==> images/flops_by_reg.png <==
Other sequential cells in the stronger grey, the rest of the logic in the fainter grey.
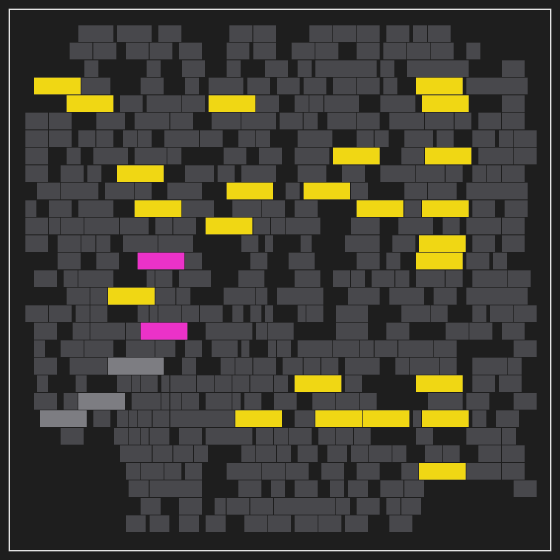
==> images/layer_met1.png <==
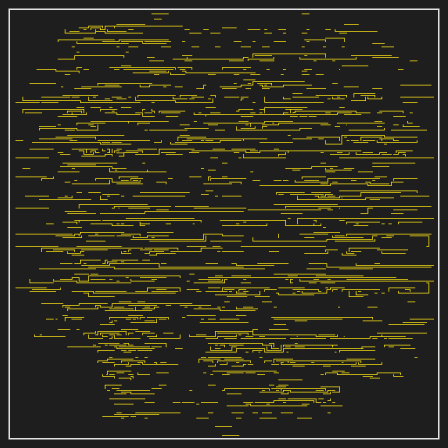
==> images/congestion.png <==
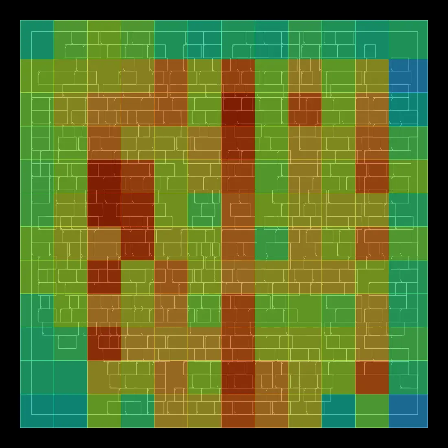
## src/rtl/mux_n_ne1_reg.sv

```systemverilog
// N-to-1 registered multiplexer with per-channel valid/accept handshake.
// Channels are chosen either directly by S or by a round-robin search after the last grant.
module mux_n_ne1_reg #(
  parameter int WIDTH = 24,
  parameter int N     = 4
) (
  input  logic                                 Clock,
  input  logic                                 Reset,
  input  logic [N*WIDTH-1:0]                   Hyrja,
  input  logic [N-1:0]                         Valid_in,
  input  logic [((N > 2) ? $clog2(N) : 1)-1:0] S,
  input  logic                                 Modi,
  input  logic                                 Gati,
  output logic [N-1:0]                         Pranuar,
  output logic [WIDTH-1:0]                     Dalja,
  output logic                                 Valid_out,
  output logic [((N > 2) ? $clog2(N) : 1)-1:0] Kanali
);

  localparam int SEL_W = (N > 2) ? $clog2(N) : 1;

  logic [SEL_W-1:0] ptr;
  logic [SEL_W-1:0] cand;
  logic             cand_ok;
  logic             open;
  logic             capture;

  assign open    = !Valid_out || Gati;
  assign capture = open && cand_ok && !Reset;

  always_comb begin
    cand    = '0;
    cand_ok = 1'b0;
    if (!Modi) begin
      if (32'(S) < N) begin
        cand    = S;
        cand_ok = Valid_in[S];
      end
    end else begin
      // Scan from the farthest offset inwards so the nearest valid channel after ptr wins.
      for (int unsigned d = N; d >= 1; d--) begin
        if (Valid_in[SEL_W'((32'(ptr) + d) % N)]) begin
          cand    = SEL_W'((32'(ptr) + d) % N);
          cand_ok = 1'b1;
        end
      end
    end
  end

  always_comb begin
    Pranuar = '0;
    if (capture) Pranuar[cand] = 1'b1;
  end

  always_ff @(posedge Clock) begin
    if (Reset) begin
      Dalja     <= '0;
      Kanali    <= '0;
      Valid_out <= 1'b0;
      ptr       <= SEL_W'(N - 1);
    end else if (capture) begin
      Dalja     <= Hyrja[32'(cand)*WIDTH +: WIDTH];
      Kanali    <= cand;
      Valid_out <= 1'b1;
      if (Modi) ptr <= cand;
    end else if (open) begin
      Valid_out <= 1'b0;
    end
  end

endmodule

```

## config.mk

```make
export PLATFORM = sky130hd
export DESIGN_NAME = mux_n_ne1_reg
export DESIGN_NICKNAME = d
export VERILOG_FILES = /design/src/rtl/mux_n_ne1_reg.sv
export SDC_FILE = /design/constraint.sdc
export NUM_CORES = 1
export LEC_CHECK = 0
export CORE_MARGIN = 2
export CORE_UTILIZATION = 40
export DETAILED_ROUTE_END_ITERATION = 8
export GPL_TIMING_DRIVEN = 0
export PLACE_DENSITY = 0.82
export SLEW_MARGIN = 5
export SYNTH_ARGS = -nofsm -noshare
export SYNTH_HDL_FRONTEND = slang
export SYNTH_SLANG_ARGS = --single-unit
```

## constraint.sdc

```tcl
create_clock -name Clock -period 1.9 [get_ports Clock]
set_input_delay 0.19 -clock Clock [delete_from_list [all_inputs] [get_ports Clock]]
set_output_delay 0.19 -clock Clock [all_outputs]
set_load 0.005 [all_outputs]
```

==> run summary <==
Count of final max-slew check failures - 0
Cell Count, Final, Fillers Out - 483
Die width - 83.9 um
Synthesis Warnings - 0
Initial antenna violation count - 0
Crit. End Element - flop
MaxCap Viol Count - 0
Slew headroom - 71.7%
Vias in the first global route - 2846
DP Area - 0.00400 sq mm
Biggest consumer - combinational logic
Vias - 2694
Comb pwr share - 47.0%
Antenna viol nets, final - 0
P_comb - 1.16 mW
Yosys cell types - 34
Cells resized by post-CTS repair - 54
Most frequent logic cell in the layout - clkdlybuf4s50_1
Hpwl dp - 6250 um
# hold bufs at CTS - 0
Ys async rst share - 0%
Status - finished, violations left
Leak - 1.60 nW
Reg clk slew, reported paths - 0.06 ns
Ao+oa area frac - 41.4%
Cells after DPL - 460
Dominant comb cell - AND-OR/OR-AND gates
Die Area - 0.00704 sq mm
Io pins - 137
Adders+Majority by Area - 0%
Worst EP required - 2.07 ns
# Cells Yosys - 248
I/O Buffers - 135
Yosys reg bits - 29
Xor/xnor share - 0%
Log Warnings - 28
Fmax - 520 MHz
Worst-path cell chain - mux2i_1 -> o21ai_2 -> o32a_1 -> buf_12 -> buf_8 -> buf_12 -> a221oi_2 -> o31ai_2
Inserted Diodes - 0
Violations in the final reports - negative setup slack
Clock root buffer - clkbuf_8
Worst-path maximum fanout - 13
Most common reg cell - dfxtp_1
Final setup viols - 12
Final worst slack - -0.0244 ns
Routed len/inst - 18.1 um
Area of the mapped netlist - 0.00255 sq mm
Worst slack, placed - -0.733 ns
Clock sinks - 29
Tmin final - 1.92 ns
## Picture notes: flops_by_reg.png
Kanali: marked magenta, sequential cells 2. Dalja: marked yellow, sequential cells 24.
Another 3 sequential cells are not coloured.
final core utilization: 69.5%
Register Area: 584 sq um
Flop+latch power: 736 uW
sequential share of cell area: 13.4%

## Picture notes: layer_met1.png
The longest straight run is 36.8 um. The wires run mostly horizontal. The layer carries 3730 um of wire. The layer holds 43% of the routed length.
GR Util met1: 31.5%
final wirelength: 8720 um

## Picture notes: congestion.png
total global-route track usage: 24.8%
GR Layer Usage met2: 44.7%
most used routing layer: met2
met3 Resource Use GR: 3.66%

final timing paths:
path,depth (start not counted),from,endpoint,slack (ns)
worst max register to register,8,ptr[1]$_SDFFE_PP1P_,Dalja[6]$_SDFFE_PP0P_,-0.02
worst min register to register,2,Dalja[2]$_SDFFE_PP0P_,Dalja[2]$_SDFFE_PP0P_,0.50
worst max-delay path,8,ptr[1]$_SDFFE_PP1P_,Dalja[6]$_SDFFE_PP0P_,-0.02
worst min-delay path,2,Dalja[2]$_SDFFE_PP0P_,Dalja[2]$_SDFFE_PP0P_,0.50
synth_stat cells (2+ instances only):
cell type  number  area share, %
nor3_1          4           0.78
dfxtp_1        29             23
o31ai_2        18            8.8
a21oi_1         5           0.98
buf_4           5            1.5
o31ai_1         6            1.8
buf_6          11            4.9
nor2_1          5           0.74
mux2i_1         3            1.2
buf_2           7            1.4
nor2b_1         2           0.49
and3_1          2           0.49
a221oi_2       39             23
a221oi_1        9            3.1
nand3b_1       25            7.3
and2_1         48             12
clkbuf_1        8            1.2
nand2b_1        6            1.5
layer usage:
layer / wire (um) / vias to the layer above / global-route usage, %
li1: - / 1295 / -
met1: 3730 / 1294 / 31.5
met2: 4520 / 97 / 44.7
met3: 389 / 8 / 3.66
met4: 75 / 0 / 4.69
met5: 0 / - / 0
final cells by class:
cell class / count / area [sq um] / share of cell area, %
multi-input combinational: 188 / 1870 / 42.9
clock inverter: 1 / 5.00 / 0.115
clock buffer: 7 / 96.3 / 2.21
sequential: 29 / 584 / 13.4
buffer: 29 / 251 / 5.76
timing repair buffer: 152 / 1460 / 33.4
tap: 77 / 96.3 / 2.21
sequential cells by signal, indices dropped and copies added (netlist names):
signal and cells:
Kanali 2, Valid_out 1, ptr 2, Dalja 24
Power and IR drop assume default switching activity.
